## src/rtl/pip_point_loader.sv

```systemverilog
// rtl/pip_point_loader.sv - load-handshake producer writing a point stream into sequential memory addresses
// Optional running checksum enabled by defining PIP_LOADER_CHECKSUM_EN.
module pip_point_loader #(
  parameter int NUM_POINTS = 16,
  parameter int COORD_W    = 16,
  parameter int ADDR_W     = 4
) (
  input  logic                 clk,
  input  logic                 rst,
  input  logic                 load,
  input  logic                 in_valid,
  output logic                 in_ready,
  input  logic [COORD_W-1:0]   in_x,
  input  logic [COORD_W-1:0]   in_y,
  output logic                 mem_we,
  output logic [ADDR_W-1:0]    mem_addr,
  output logic [2*COORD_W-1:0] mem_wdata,
  output logic                 load_done,
  output logic [ADDR_W:0]      count,
  output logic                 aborted,
  output logic [COORD_W-1:0]   checksum
);

  typedef enum logic [1:0] {IDLE, FILL, DONE} state_t;

  localparam int LAST_IDX = NUM_POINTS - 1;

  state_t state, state_nxt;
  logic   handshake;
  logic   start;

  always_comb begin
    state_nxt = state;
    in_ready  = 1'b0;
    handshake = 1'b0;
    case (state)
      IDLE: if (load) state_nxt = FILL;
      FILL: begin
        in_ready  = load;
        handshake = in_valid & load;
        // Dropping load abandons the fill even if a point is on offer.
        if (!load)
          state_nxt = IDLE;
        else if (handshake && (count == LAST_IDX[ADDR_W:0]))
          state_nxt = DONE;
      end
      DONE: if (!load) state_nxt = IDLE;
      default: state_nxt = IDLE;
    endcase
  end

  assign start     = (state == IDLE) && load;
  assign mem_we    = handshake;
  assign mem_addr  = count[ADDR_W-1:0];
  assign mem_wdata = {in_x, in_y};

  always_ff @(posedge clk) begin
    if (rst) begin
      state     <= IDLE;
      count     <= '0;
      aborted   <= 1'b0;
      load_done <= 1'b0;
    end else begin
      state     <= state_nxt;
      load_done <= (state_nxt == DONE);
      if (start) begin
        count   <= '0;
        aborted <= 1'b0;
      end else if (handshake) begin
        count <= count + 1'b1;
      end
      if ((state == FILL) && !load)
        aborted <= 1'b1;
    end
  end

`ifdef PIP_LOADER_CHECKSUM_EN
  logic [COORD_W-1:0] sum_q;

  always_ff @(posedge clk) begin
    if (rst)
      sum_q <= '0;
    else if (start)
      sum_q <= '0;
    else if (handshake)
      sum_q <= sum_q + in_x + in_y;
  end

  assign checksum = sum_q;
`else
  assign checksum = '0;
`endif

endmodule

```

## config.mk

```make
export PLATFORM = sky130hd
export DESIGN_NAME = pip_point_loader
export DESIGN_NICKNAME = d
export VERILOG_FILES = /design/src/rtl/pip_point_loader.sv
export SDC_FILE = /design/constraint.sdc
export NUM_CORES = 1
export LEC_CHECK = 0
export CELL_PAD_IN_SITES_DETAIL_PLACEMENT = 1
export CELL_PAD_IN_SITES_GLOBAL_PLACEMENT = 1
export CORE_MARGIN = 3
export CORE_UTILIZATION = 15
export CTS_BUF_LIST = sky130_fd_sc_hd__clkbuf_8
export DETAILED_ROUTE_END_ITERATION = 10
export GPL_ROUTABILITY_DRIVEN = 0
export PLACE_DENSITY_LB_ADDON = 0.1
export REMOVE_ABC_BUFFERS = 1
export SLEW_MARGIN = 10
export SYNTH_ARGS = -nofsm -noshare
export SYNTH_HDL_FRONTEND = slang
export SYNTH_SLANG_ARGS = --single-unit
```

## constraint.sdc

```tcl
create_clock -name clk -period 1.4 [get_ports clk]
set_input_delay 0.21 -clock clk [delete_from_list [all_inputs] [get_ports clk]]
set_output_delay 0.21 -clock clk [all_outputs]
set_load 0.05 [all_outputs]
```

**Gate-type map**

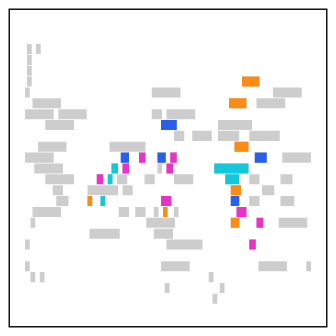
legend:
  nor cells:
    colour: orange
    cells: 7
  aoi and oai cells:
    colour: magenta
    cells: 9
    most_used: a21oi_1
    where: centre
  and/or cells:
    colour: blue
    cells: 5
    most_used: or3_1
    where: centre
  nand cells:
    colour: cyan
    cells: 5
    most_used: nand2_1

**Sizing map**

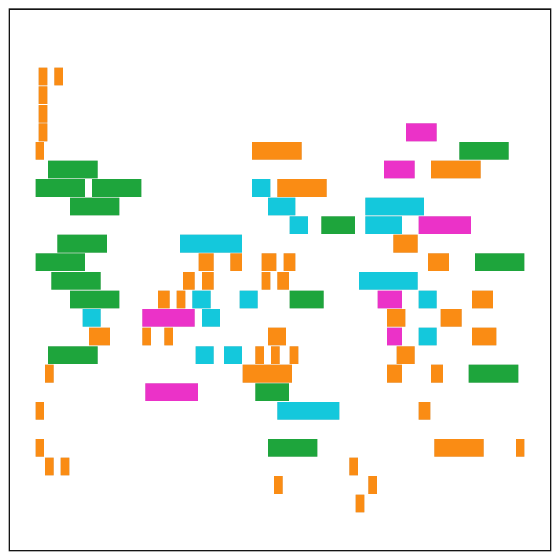
legend:
  x6 and larger:
    colour: green
    cells: 16
    share: 18%
  x3 and x4:
    colour: cyan
    cells: 16
    share: 18%
  x1 and smaller:
    colour: orange
    cells: 48
    share: 55%
  x2:
    colour: magenta
    cells: 7
    share: 8.0%

==> results_slide.txt <==
Key Metrics from the Run

STA
  – Max-slew violations: 0
  – Worst Clk Skew: 0.00233 ns
  – Final Hold Slack: ~0.42 ns
  – RSZ-0062 raised after global routing: true

Run
  – Max_cap viols: 0

Yosys
  – Top cell type by total area after synthesis: buf_4
  – Distinct cells, synth: 22
  – Most common reg cell: dfxtp_1
  – Yosys stat chip area: 802 µm²

Die
  – Core footprint: 4940 µm²

Drt
  – Via count: roughly 530
  – Routed wire per std cell: roughly 17 µm

GRT
  – Initial antenna violation count: 0
  – First-pass GRT wire length: between 3 and 4 mm

Power
  – Combinational power share: 0.236
  – Total power: between 700 and 800 µW
  – Psw: around 250 µW
  – Internal power: approximately 500 µW
  – Clock Power Share: 0.406

Setup path
  – Crit path kind: register to register
  – Critical Path AT: around 1.6 ns

Status
  – Run status: finished, final reports clean

Clock tree
  – CTS Buffer Depth: 2
**Placed cells, one colour a class**

Scale bar: 20 µm. Fill, decap, tap and diode cells in grey.
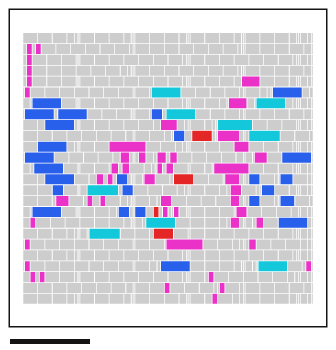
legend:
  registers:
    colour: cyan
    cells: 9
  remaining logic cells:
    colour: magenta
    cells: 49
  remaining buffers and delay cells:
    colour: blue
    cells: 25
  clock drivers and dummy loads:
    colour: red
    cells: 4

## registers in the layout, summed over array words and instances, names as in the netlist
| name | cells |
|---|---|
| load_done | 1 |
| aborted | 1 |
| state | 2 |
| count | 5 |
## cells by family after synthesis
logic type	count (synthesis)	share of synthesized area
adder cells (fa/ha/maj)	2	0.0312
other	1	0.00468
AND/OR/NAND/NOR	17	0.151
buffers and inverters	55	0.501
flip-flops	9	0.225
AND-OR/OR-AND	9	0.0624
XOR/XNOR	1	0.0109
multiplexers	1	0.0140
## critical path: cells and delay by family (launching register included)
family                   cells  cell delay, ns
AND/OR/NAND/NOR              3            0.40
flip-flops                   1            0.35
adder cells (fa/ha/maj)      2            0.27
multiplexers                 1            0.29
## per-layer routing
metal	share of wire	GRT usage	vias to the layer above
li1	-	-	222
met1	0.42	0.106	241
met2	0.34	0.0968	64
met3	0.23	0.101	2
met4	0.0049	0.0258	0
met5	0	0	-
## stage by stage
stage	cell area, µm²	setup WS, ns	utilization	cells	setup TNS (ns)
after floorplan	468	-0.730	-	58	-3.32
after global placement	895	-0.113	0.181	148	-0.743
after detailed placement	895	-0.120	0.181	148	-0.707
after CTS	997	0.000895	0.202	152	0
after global routing	1010	-0.0868	0.205	154	-0.174
final	1010	0.00830	0.205	154	0
## worst paths after layout
check | start | to | slack [ns] | depth (start not counted)
setup reg to reg | count[1] | state[1] | 0.008 | 6
setup / recovery | count[1] | state[1] | 0.008 | 6
hold / removal | in_y[9] | mem_wdata[9] | 0.42 | 0
hold reg to reg | state[1] | state[0] | 0.47 | 1
## final cells by class
cell class,instances,area [µm²]
fill,589,3930
timing repair buffer,25,355
multi-input combinational,46,325
sequential,9,188
tap,67,83.8
clock buffer,3,41.3
inverter,3,15.0
clock inverter,1,3.75
## placed cells by master (no fill, tap or decap), drive strengths merged, types with 2 or more instances in the layout
master	n
nor2	2
nand3	2
dlygate4sd2	2
or3	2
conb	16
inv	3
ha	2
nor3b	3
nand2	2
a21oi	4
clkbuf	3
buf	22
o21ai	3
dfxtp	9
## repair_timing
item | CTS | global route
gates resized | 17 | 0
endpoints found under the setup margin | 4 | 3
buffers inserted | 0 | 2
pin swaps | 1 | 0
## power by group through the flow
stage | registers (µW) | logic [µW] | clock network, µW
2_1_floorplan | 281 | 115 | 0
3_3_place_gp | 272 | 172 | 0
3_5_place_dp | 272 | 172 | 0
4_1_cts | 266 | 173 | 321
5_1_grt | 267 | 183 | 334
6_report | 266 | 175 | 302
Power figures rest on the tool's default switching activity, not on a simulated workload.
